==> src/rtl/fifo_arb_pkg.sv <==
// ---------------------------------------------------------------------------
// fifo_arb_pkg
//   Shared types, default parameters and the round-robin search helper used by
//   the FIFO write-side arbiter (and reusable by the read-side scheduler).
//   Contents:
//     arb_state_t   : arbiter FSM state (ST_IDLE / ST_GRANT)
//     DEF_*         : default NUM_REQ / WIDTH / MAX_BURST
//     rr_pick()     : first set bit at or above ptr, modulo num
// ---------------------------------------------------------------------------
package fifo_arb_pkg;

   typedef enum logic [0:0] {
      ST_IDLE  = 1'b0,
      ST_GRANT = 1'b1
   } arb_state_t;

   localparam int DEF_NUM_REQ   = 4;
   localparam int DEF_WIDTH     = 8;
   localparam int DEF_MAX_BURST = 4;

   // The search helper works on a fixed 8-wide vector, the largest supported
   // producer count; callers zero-extend narrower request vectors.
   localparam int PICK_MAX = 8;
   localparam int PICK_W   = 3;

   // Returns the index of the first set bit of valid, scanning ptr, ptr+1, ...
   // wrapping at num. The scan runs from the far end back toward ptr so that
   // the closest candidate overwrites all others. If nothing is set, ptr is
   // returned (callers qualify with their own any-valid flag).
   function automatic logic [PICK_W-1:0] rr_pick(
      input logic [PICK_MAX-1:0] valid,
      input logic [PICK_W-1:0]   ptr,
      input int                  num
   );
      int                cand;
      logic [PICK_W-1:0] pick;
      pick = ptr;
      for (int k = PICK_MAX - 1; k >= 0; k--) begin
         cand = int'(ptr) + k;
         if (cand >= num) begin
            cand = cand - num;
         end
         if ((k < num) && valid[PICK_W'(cand)]) begin
            pick = PICK_W'(cand);
         end
      end
      return pick;
   endfunction

endpackage

==> src/rtl/rr_picker.sv <==
// ---------------------------------------------------------------------------
// rr_picker
//   Combinational round-robin search: finds the first asserted request at or
//   above a rotating pointer, wrapping modulo NUM_REQ.
//   Ports:
//     valid     in  [NUM_REQ-1:0]  request vector
//     ptr       in  [IDX_W-1:0]    search start index (must be < NUM_REQ)
//     any_valid out                at least one request is set
//     pick      out [IDX_W-1:0]    chosen index (meaningful when any_valid)
// ---------------------------------------------------------------------------
module rr_picker
   import fifo_arb_pkg::*;
#(
   parameter int NUM_REQ = DEF_NUM_REQ,
   parameter int IDX_W   = $clog2(NUM_REQ)
) (
   input  logic [NUM_REQ-1:0] valid,
   input  logic [IDX_W-1:0]   ptr,
   output logic               any_valid,
   output logic [IDX_W-1:0]   pick
);

   logic [PICK_MAX-1:0] valid_ext;
   logic [PICK_W-1:0]   ptr_ext;

   // Zero-extend the request vector to the helper's fixed width.
   generate
      for (genvar gi = 0; gi < PICK_MAX; gi++) begin : g_ext
         if (gi < NUM_REQ) begin : g_live
            assign valid_ext[gi] = valid[gi];
         end else begin : g_pad
            assign valid_ext[gi] = 1'b0;
         end
      end
   endgenerate

   assign ptr_ext   = PICK_W'(ptr);
   assign any_valid = |valid;
   assign pick      = IDX_W'(rr_pick(valid_ext, ptr_ext, NUM_REQ));

endmodule

==> src/rtl/fifo_wr_arbiter.sv <==
// ---------------------------------------------------------------------------
// fifo_wr_arbiter
//   Round-robin arbiter sharing the FIFO write port among NUM_REQ producers.
//   A producer is granted for up to MAX_BURST beats, then the grant rotates.
//   Every grant is preceded by one IDLE arbitration cycle.
//   Ports:
//     clk         in   FIFO write clock (rising edge)
//     rst         in   synchronous active-high reset
//     req_valid   in   [NUM_REQ-1:0]        producer has data
//     req_data    in   [NUM_REQ*WIDTH-1:0]  producer i data at [i*WIDTH +: WIDTH]
//     req_ready   out  [NUM_REQ-1:0]        producer beat accepted this cycle
//     wr_en       out                       FIFO write enable
//     wr_data     out  [WIDTH-1:0]          FIFO write data (0 when idle)
//     full        in                        FIFO full flag
//     grant_id    out  [IDX_W-1:0]          granted producer (valid while busy)
//     busy        out                       a grant is active
//     beat_total  out  [15:0]               accepted beat count, wrapping
// ---------------------------------------------------------------------------
module fifo_wr_arbiter
   import fifo_arb_pkg::*;
#(
   parameter int NUM_REQ   = DEF_NUM_REQ,
   parameter int WIDTH     = DEF_WIDTH,
   parameter int MAX_BURST = DEF_MAX_BURST,
   parameter int IDX_W     = $clog2(NUM_REQ)
) (
   input  logic                       clk,
   input  logic                       rst,
   input  logic [NUM_REQ-1:0]         req_valid,
   input  logic [NUM_REQ*WIDTH-1:0]   req_data,
   output logic [NUM_REQ-1:0]         req_ready,
   output logic                       wr_en,
   output logic [WIDTH-1:0]           wr_data,
   input  logic                       full,
   output logic [IDX_W-1:0]           grant_id,
   output logic                       busy,
   output logic [15:0]                beat_total
);

   localparam int BC_W = (MAX_BURST > 1) ? $clog2(MAX_BURST) : 1;
   localparam logic [BC_W-1:0]  LAST_BEAT = BC_W'(MAX_BURST - 1);
   localparam logic [IDX_W-1:0] LAST_IDX  = IDX_W'(NUM_REQ - 1);

   arb_state_t        state_reg, state_next;
   logic [IDX_W-1:0]  grant_id_reg;
   logic [IDX_W-1:0]  rr_ptr_reg;
   logic [BC_W-1:0]   beat_cnt_reg;
   logic [15:0]       beat_total_reg;

   logic              any_valid;
   logic [IDX_W-1:0]  pick;
   logic              cur_valid;
   logic              beat;
   logic              last_beat;
   logic              release_grant;
   logic [WIDTH-1:0]  data_arr [NUM_REQ];

   // -----------------------------------------------------------------------
   // Round-robin search from rr_ptr
   // -----------------------------------------------------------------------
   rr_picker #(
      .NUM_REQ (NUM_REQ),
      .IDX_W   (IDX_W)
   ) u_picker (
      .valid     (req_valid),
      .ptr       (rr_ptr_reg),
      .any_valid (any_valid),
      .pick      (pick)
   );

   generate
      for (genvar gi = 0; gi < NUM_REQ; gi++) begin : g_data
         assign data_arr[gi] = req_data[gi*WIDTH +: WIDTH];
      end
   endgenerate

   // A beat needs an active grant, a valid owner and room in the FIFO. It is
   // also suppressed while rst is high so a reset cycle never writes.
   assign cur_valid     = req_valid[grant_id_reg];
   assign beat          = (state_reg == ST_GRANT) && cur_valid && !full && !rst;
   assign last_beat     = beat && (beat_cnt_reg == LAST_BEAT);
   // A full stall with valid held keeps the grant; only a dropped valid or
   // the final beat of the burst releases it.
   assign release_grant = (state_reg == ST_GRANT) && (!cur_valid || last_beat);

   // -----------------------------------------------------------------------
   // FSM: state register
   // -----------------------------------------------------------------------
   always_ff @(posedge clk) begin
      if (rst) begin
         state_reg <= ST_IDLE;
      end else begin
         state_reg <= state_next;
      end
   end

   // -----------------------------------------------------------------------
   // FSM: next-state logic
   // -----------------------------------------------------------------------
   always_comb begin
      state_next = state_reg;
      case (state_reg)
         ST_IDLE: begin
            if (any_valid) begin
               state_next = ST_GRANT;
            end
         end
         ST_GRANT: begin
            if (release_grant) begin
               state_next = ST_IDLE;
            end
         end
         default: state_next = ST_IDLE;
      endcase
   end

   // -----------------------------------------------------------------------
   // FSM: outputs (combinational from registered grant, valid and full)
   // -----------------------------------------------------------------------
   always_comb begin
      wr_en   = 1'b0;
      wr_data = '0;
      if (beat) begin
         wr_en   = 1'b1;
         wr_data = data_arr[grant_id_reg];
      end
   end

   generate
      for (genvar gi = 0; gi < NUM_REQ; gi++) begin : g_ready
         assign req_ready[gi] = beat && (grant_id_reg == IDX_W'(gi));
      end
   endgenerate

   assign busy       = (state_reg == ST_GRANT);
   assign grant_id   = grant_id_reg;
   assign beat_total = beat_total_reg;

   // -----------------------------------------------------------------------
   // Grant, pointer and beat counters
   // -----------------------------------------------------------------------
   always_ff @(posedge clk) begin
      if (rst) begin
         grant_id_reg   <= '0;
         rr_ptr_reg     <= '0;
         beat_cnt_reg   <= '0;
         beat_total_reg <= '0;
      end else begin
         if ((state_reg == ST_IDLE) && any_valid) begin
            grant_id_reg <= pick;
            beat_cnt_reg <= '0;
         end
         if (beat) begin
            beat_cnt_reg   <= beat_cnt_reg + 1'b1;
            beat_total_reg <= beat_total_reg + 16'd1;
         end
         if (release_grant) begin
            rr_ptr_reg <= (grant_id_reg == LAST_IDX) ? '0 : grant_id_reg + 1'b1;
         end
      end
   end

endmodule
==> config.mk <==
export PLATFORM = sky130hd
export DESIGN_NAME = fifo_wr_arbiter
export DESIGN_NICKNAME = d
export VERILOG_FILES = /design/src/rtl/fifo_arb_pkg.sv /design/src/rtl/rr_picker.sv /design/src/rtl/fifo_wr_arbiter.sv
export SDC_FILE = /design/constraint.sdc
export NUM_CORES = 1
export LEC_CHECK = 0
export CAP_MARGIN = 10
export CORE_ASPECT_RATIO = 0.6
export CORE_MARGIN = 3
export CORE_UTILIZATION = 30
export CTS_BUF_LIST = sky130_fd_sc_hd__clkbuf_8
export CTS_CLUSTER_SIZE = 14
export DETAILED_ROUTE_END_ITERATION = 7
export HOLD_SLACK_MARGIN = 0.08
export PLACE_DENSITY = 0.68
export SYNTH_ARGS = -nofsm -noshare
export SYNTH_HDL_FRONTEND = slang
export SYNTH_HIERARCHICAL = 1
export SYNTH_SLANG_ARGS = --single-unit
==> constraint.sdc <==
create_clock -name clk -period 2.4 [get_ports clk]
set_clock_uncertainty 0.1 [all_clocks]
set_input_delay 0.48 -clock clk [delete_from_list [all_inputs] [get_ports clk]]
set_output_delay 0.48 -clock clk [all_outputs]
set_load 0.03 [all_outputs]
run_1/layer_met1.png
The bar under the picture is 20 um long.
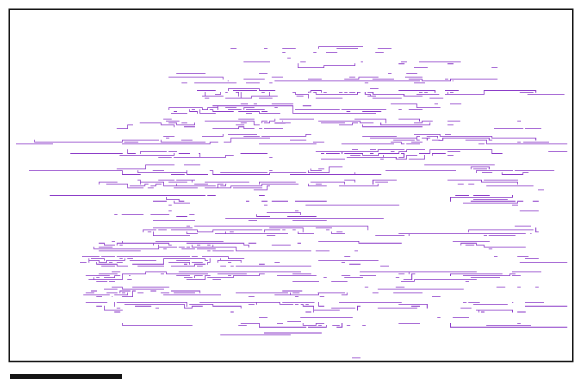
share of all routed wire: 45%
wire length on this layer: 2,340 um
main direction: horizontal
nets with wire on the layer: 265

run_1/layer_met2.png
The bar under the picture is 20 um long. Cells faint in the background.
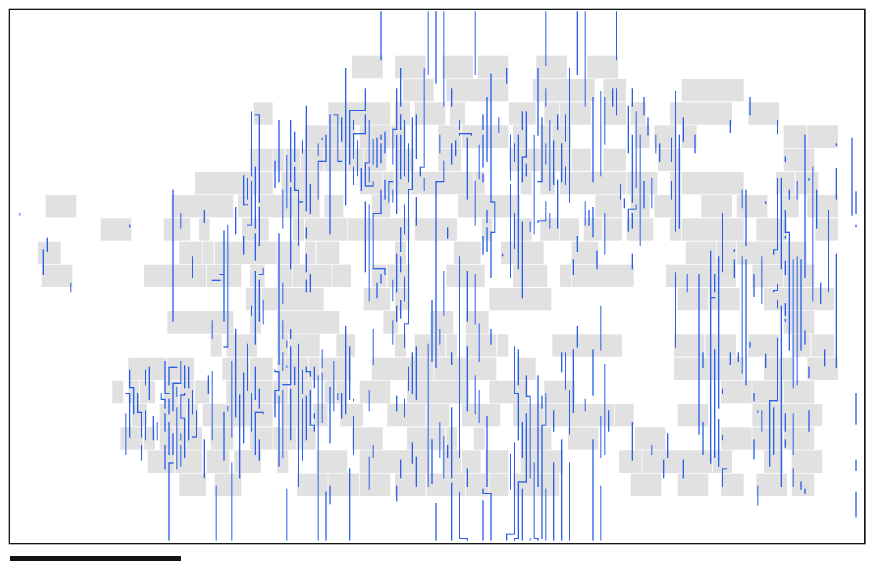
share of all routed wire: 41%
main direction: vertical
longest straight run: 24.8 um
nets with wire on the layer: 261

==> COMMIT_EDITMSG, run 1 <==
Log flow metrics for this revision

- Clock-pin slew reported for the worst setup and hold paths after clock tree synthesis: around 80 ps
- Of the total power, the share spent switching nets is between 20 and 30%.
* Htree depth: 1
* Layout Nets: between 300 and 400
* Via count of the first global-routing pass: roughly 1.6k
- Final worst setup slack: between 50 and 60 ps
- Crit-path max FO: 14
- The class occupying the most area after layout is reported as multi-input combinational cells.
- The critical path is of the input pin to primary output type.
- Of all the cell area in the finished design, the clock network holds around 1.8%.
- Initial cell density of the core: between 30% and 40%
* Share of synthesized cell area in and-or and or-and compound cells: approximately an eighth
* Share of the cycle needed by the critical path after routing: around 98%
* Number of placement rows: 19
* Worst path required time: 1820 ps
- In the detailed route, the total length drawn on met3 is 674 um.
- Flip-flops: 23
- Power Total: ~0.001 W
- Counting flops with a built-in enable in the synthesized netlist gives 0.
* Maximum capacitance violations: 0
- Subtracting the final worst setup slack from the clock period gives about 2300 ps.
* Total placed cells including tap cells: 320
- Placer congestion estimate: 0.8140
- In the layout the commonest cells are sky130_fd_sc_hd__clkdlybuf4s50_1, sky130_fd_sc_hd__buf_4, sky130_fd_sc_hd__dfxtp_1.
- R2R Path Start: grant_id[0]
* Top routing layer used: met4
- The main area contributors are sky130_fd_sc_hd__dfxtp_1, sky130_fd_sc_hd__mux4_2, sky130_fd_sc_hd__and3_1, sky130_fd_sc_hd__ha_1, sky130_fd_sc_hd__a21oi_1.
* Met2 wire length: 2129 um
- Yosys stat chip area: 1593 um^2
- The core region is around 4800 um^2.
- CP Buf/Inv Count: 3
* Met3 Resource Use GR: approximately 6.9%
* Global routing usage on met2: 22.43%
- The launch point of the worst min-delay path is recorded as beat_cnt_reg[1].
- Post-placement setup slack: -162.5 ps
- The layout has 5 inverters outside the clock class.
- Power spent charging and discharging nets: 0.0002960 W
* Syn Inst Count: ~180
- Per the layout area report, the register area comes to 461.7 um^2.
- Total clock sinks: 23
- Result of the run: complete, no violations
- Area fraction of the dominant cell type after synthesis: 28.91%
* Detailed placement HPWL: between 3000 and 4000 um
* Layer with the highest usage after global routing: met1
* Number of warnings printed during yosys synthesis: 6
* Main flop type: sky130_fd_sc_hd__dfxtp_1
- Data buffer area share: 32.79%
- Transition at the pin with the smallest max-transition slack: roughly 370 ps
* Ratio of cells with drive above 1 in the final layout: between 10% and 20%
- The first global-routing pass estimated just over 8000 um of wire.
- Sequential cells make up 18.25% of the cell area.
- After the first detailed-routing iteration, the DRC count stood at approximately 130.
- Proportion of power drawn by flip-flops and latches: 41.0%
- Multi-input gate area in the final layout: roughly 1100 um^2
- Number of hold-slack violations in the final timing report: 0
* Antenna cells: 0
- Global routing consumed, over all layers together, ~16% of the routing resources.
- STA classifies the critical path endpoint as a primary output.
* Flops out of synthesis: 23
- Mapped Area: between 1500 and 2000 um^2
- According to the floorplan report, the total die area is approximately 6200 um^2.
* Detail-routed net length per standard cell: 15.81 um
* Hold path depth: 2
- Ordered list of cells on the worst path: clkdlybuf4s50_1 -> nor3b_2 -> buf_6 -> and3_1 -> buf_4
- In the routed design, unresolved DRC markers number 0.
run_1/layer_met3.png
The bar under the picture is 20 um long. Cells faint in the background.
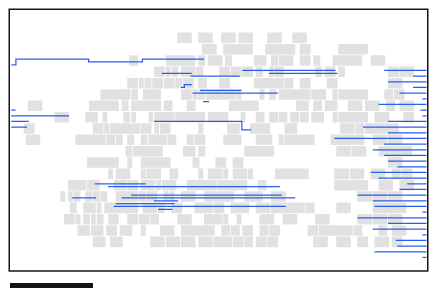
longest straight run: 41.4 um
wire length on this layer: 675 um

run_1/cell_density.png
The die is cut into 10 by 6 equal tiles; white is low, dark blue is high, 0 to 100% covered.
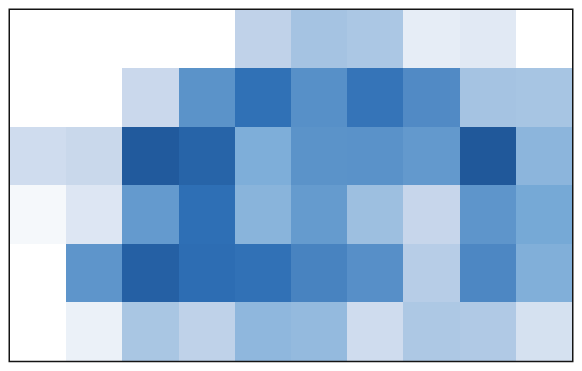
nearly empty tiles: 15%
emptiest ninth of the die: upper left
fullest tile: 84%
tiles over 75% full: 8.3%

-- run 1: Yosys cell counts, types with 2 or more instances --
| cell type | instances |
|---|---|
| sky130_fd_sc_hd__or3_1 | 2 |
| sky130_fd_sc_hd__a221oi_1 | 2 |
| sky130_fd_sc_hd__clkbuf_1 | 7 |
| sky130_fd_sc_hd__ha_1 | 7 |
| sky130_fd_sc_hd__inv_1 | 4 |
| sky130_fd_sc_hd__dfxtp_1 | 23 |
| sky130_fd_sc_hd__nand2b_1 | 3 |
| sky130_fd_sc_hd__mux2i_1 | 6 |
| sky130_fd_sc_hd__and3_1 | 14 |
| sky130_fd_sc_hd__o31ai_1 | 5 |
| sky130_fd_sc_hd__nand2_1 | 13 |
| sky130_fd_sc_hd__buf_2 | 2 |
| sky130_fd_sc_hd__a211oi_1 | 2 |
| sky130_fd_sc_hd__nor3_1 | 3 |
| sky130_fd_sc_hd__nor2_1 | 14 |
| sky130_fd_sc_hd__a21oi_1 | 14 |
| sky130_fd_sc_hd__or4_1 | 5 |
| sky130_fd_sc_hd__o21ai_1 | 2 |
| sky130_fd_sc_hd__xor2_1 | 6 |
| sky130_fd_sc_hd__nand4_1 | 5 |
| sky130_fd_sc_hd__mux4_2 | 9 |
| sky130_fd_sc_hd__nand3_1 | 9 |
| sky130_fd_sc_hd__o21ai_0 | 4 |
| sky130_fd_sc_hd__and2_1 | 2 |
-- run 1: timing repair --
| action | 4_1_cts | 5_1_grt |
|---|---|---|
| endpoints found under the setup margin | 13 | 4 |
| gates resized | 6 | 2 |
| cloned | 1 | 0 |
| setup buffers | 1 | 0 |
| pin swaps | 0 | 0 |
==> inputs of run 2 (changes only) <==
Settings changed: CORE_ASPECT_RATIO 0.6 to 1.25.
run_2/layer_met1.png
The bar under the picture is 20 um long.
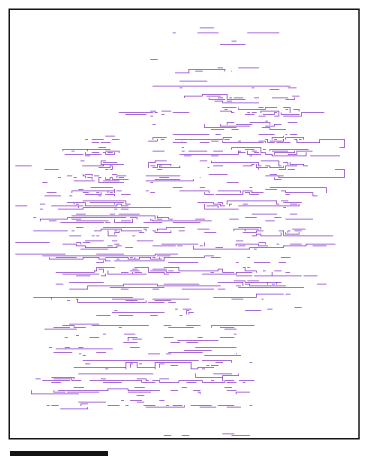
share of all routed wire: 41%
wire length on this layer: 1,990 um
main direction: horizontal
nets with wire on the layer: 264

==> run 2 against run 1 <==
Maximum frequency up 1.8%. Largest cell class unchanged. Largest power group unchanged. Register-to-register slack better by 30 ps. Total power shrank 2.1%. Global-route usage shrank 0.40 points. Critical path type unchanged. Final cell count down 0.61%.
==> COMMIT_EDITMSG, run 2 <==
Log flow metrics for this revision

- The flow ran to the end, and the final reports show no timing, DRC or antenna violations.
- Detail-routed net length per standard cell: 14.85 um (-6.1%)
- The antenna diode count came to 0 (unchanged).
* Placed standard-cell area: around 2400 um^2
- Detailed-router iteration count before antenna repair: 5
- Looking at hold timing, the worst path starts from beat_cnt_reg[1].
- The footprint of the flip-flops and latches was 461.7 um^2 (unchanged).
* Total clock sinks: 23 (unchanged)
- Global-route usage over all layers: 15.61% (-0.40 points)
- R2R Path Start: grant_id[0]
- Placer congestion estimate: 0.8627 (+6.0%)
- The buffer and inverter count on the worst path is 3 (unchanged).
- Per the layout report, the design carries 3 clock buffers.
- Area enclosed by the die boundary: 6225 um^2 (-0.37%)
- The register with the most flip-flops in the layout has 16 of them.
- Yosys stat chip area: 1593 um^2 (unchanged)
- The area fraction of the dominant cell type after synthesis was 28.91% (unchanged).
- Number of DRC violations after detailed routing: 0 (unchanged)
- The count of nets after finishing came to 309 (-0.32%).
- The fraction of area in registers was 18.43% (+0.18 points).
- Top cells by count: sky130_fd_sc_hd__dfxtp_1, sky130_fd_sc_hd__a21oi_1, sky130_fd_sc_hd__and3_1, sky130_fd_sc_hd__nor2_1, sky130_fd_sc_hd__nand2_1
- Library cell with the highest instance count after synthesis: sky130_fd_sc_hd__dfxtp_1
- Fill cell total of the finished layout: around 500
* Iteration-0 DRC Markers: 67 (-49%)
* Critical setup path kind: input pin to primary output
- For the completed layout, the total cell area is recorded as about 2500 um^2.
* Area of the placeable core: 5116 um^2 (+5.5%)
- The switching share of power came to 29.43% (-0.44 points).
- The count of max-cap constraint violations is 0 (unchanged).
- The initial antenna violation count is 0.
- The instance count of the mapped netlist was 179 (unchanged).
* Worst path required time: 1820 ps (about the same)
* Initial cell density of the core: 31.13% (-1.7 points)
- In the final report, the number of pins over their slew limit comes to 0.
- Htree depth: 1 (unchanged)
- Via count of the first global-routing pass: 1,661 (+4.3%)
- The largest driver fanout on the critical path came to 13 (-1).
- Of all power groups, the one with the highest power is registers.
- Proportion of power drawn by flip-flops and latches: 41.8% (+0.8 points)
* Number of warnings printed during yosys synthesis: 6 (unchanged)
- Clk buf depth: 2
- Flops out of synthesis: 23 (unchanged)
- Worst slew margin: 76.20%
* Number of warnings in the stage logs: 30
* Multi-input gate area in the final layout: 1096 um^2 (unchanged)
- Type of destination of the critical path: primary output
- Ratio of cells with drive above 1 in the final layout: 19.47% (-0.31 points)
* Detailed placement HPWL: 3586 um (-4.2%)
* Clock-pin slew reported for the worst setup and hold paths after clock tree synthesis: 80 ps (about the same)
- The wire length of the first global-routing pass came to 7872 um (-3.2%).
- The non-clock buffer contribution to total cell area is 32.17% (-0.62 points).
* Power spent charging and discharging nets: 0.0002856 W (-3.5%)
* Area added between synthesis and finish: 57.27%
- Number of placement rows: 29 (+10)
- By area, multi-input combinational cells come first.
- In this design, the largest share of critical-path delay is due to buffers and inverters.
- Gr ovfl total: 0
* Mapped Area: 1593 um^2 (unchanged)
- The minimum setup slack after placement came to -177.2 ps (-14.67 ps).
* Most common cell on crit path: sky130_fd_sc_hd__buf_4
* Syn Nets: 225
- The script extracted a total leakage power of 0.9689 nW.
- Top cells by area, synth: sky130_fd_sc_hd__dfxtp_1, sky130_fd_sc_hd__mux4_2, sky130_fd_sc_hd__and3_1, sky130_fd_sc_hd__ha_1, sky130_fd_sc_hd__a21oi_1
- The horizontal die dimension reported for this design is ~70 um.
* Power share of the clock group: between 20% and 30%
* Flip-flops: 23 (unchanged)
* Number of hold-slack violations in the final timing report: 0 (unchanged)
- Looking at the cell usage after synthesis, the top flip-flop cell is sky130_fd_sc_hd__dfxtp_1.
* Share of the cycle needed by the critical path after routing: 95.95% (-1.7 points)
- The time the final worst path needs with I/O delays and setup came to 2303 ps (-40.47 ps).
- Aggregate routed wire length: slightly below 5000 um
- The post-synth tally of flip-flops with integrated enable is 0 (unchanged).
- The smallest setup slack after layout was 97.23 ps (+40.47 ps).
* Number of distinct library cells after synthesis: around 40
- P_int: 0.0006847 W
- Crit path largest cell delay: roughly 460 ps
* Fraction of area in clock buffers and inverters: 1.798% (+0.018 points)
- Utilization after layout: just under 50%
* Invs w/o clock: 5 (unchanged)
- Transition at the pin with the smallest max-transition slack: 356.6 ps (-11.97 ps)
- Launching instance or port of the critical path: full
* Top Layout Cells: sky130_fd_sc_hd__clkdlybuf4s50_1, sky130_fd_sc_hd__buf_4, sky130_fd_sc_hd__dfxtp_1
- The critical path goes through clkdlybuf4s50_1 -> nor3b_2 -> buf_4 -> and3_1 -> buf_4.
- The count of buffers added on input and output ports is ~70.
[run 2: cell counts after synthesis]
No cell type changed its count.
[run 2: routing by layer]
layer | global-route usage (%) | part of all wire, % | vias to the layer above
met1 | 19.02 | 41 | 821
met4 | 4.957 | 1.6 | 0
met5 | 0 | 0 | -
met3 | 1.386 | 3.4 | 8
li1 | - | - | 841
met2 | 28.60 | 54 | 45
[run 2: stage by stage]
stage	cells	total power (W)	TNS (ps)	hold WS, ps
finish	324	0.0009703	0	380.4
global route	324	0.001025	0	411.7
CTS	324	0.0009752	0	382.4
detailed placement	318	0.0007272	-2158	370.4
global placement	318	0.0007234	-2025	360.4
floorplan	179	0.0005913	0	351.6
[run 2: final timing paths]
path,slack [ps],endpoint,depth (start not counted)
max,100,wr_data[5],5
min,380,beat_cnt_reg[1],2
max reg2reg,360,beat_total[10],6
min reg2reg,380,beat_cnt_reg[1],2
[run 2: logic make-up (layout without fill, tap and decap cells)]
kind of cell	Yosys count	in the layout	share of synthesized area [%]
DFF	23	23	28.91
AOI/OAI and AO/OA	33	33	13.12
buffers and inverters	15	97	3.692
and+or+nand+nor	79	79	28.44
muxes	15	16	16.50
adders and majority gates	7	7	5.499
xor gates and xnor gates	7	7	3.849
[run 2: worst reg2reg max path: stages, from the launching register on]
cell and delay [ps]:
sky130_fd_sc_hd__dfxtp_2 360, sky130_fd_sc_hd__mux4_2 440, sky130_fd_sc_hd__buf_4 160, sky130_fd_sc_hd__buf_4 140, sky130_fd_sc_hd__nand4_4 140, sky130_fd_sc_hd__or4b_1 490, sky130_fd_sc_hd__a21oi_1 150
[run 2: what timing repair did]
action,4_1_cts,5_1_grt
setup endpoints to repair,13,8
gates cloned,1,0
buffers inserted,1,0
resized,5,2
Power and IR drop assume default switching activity.
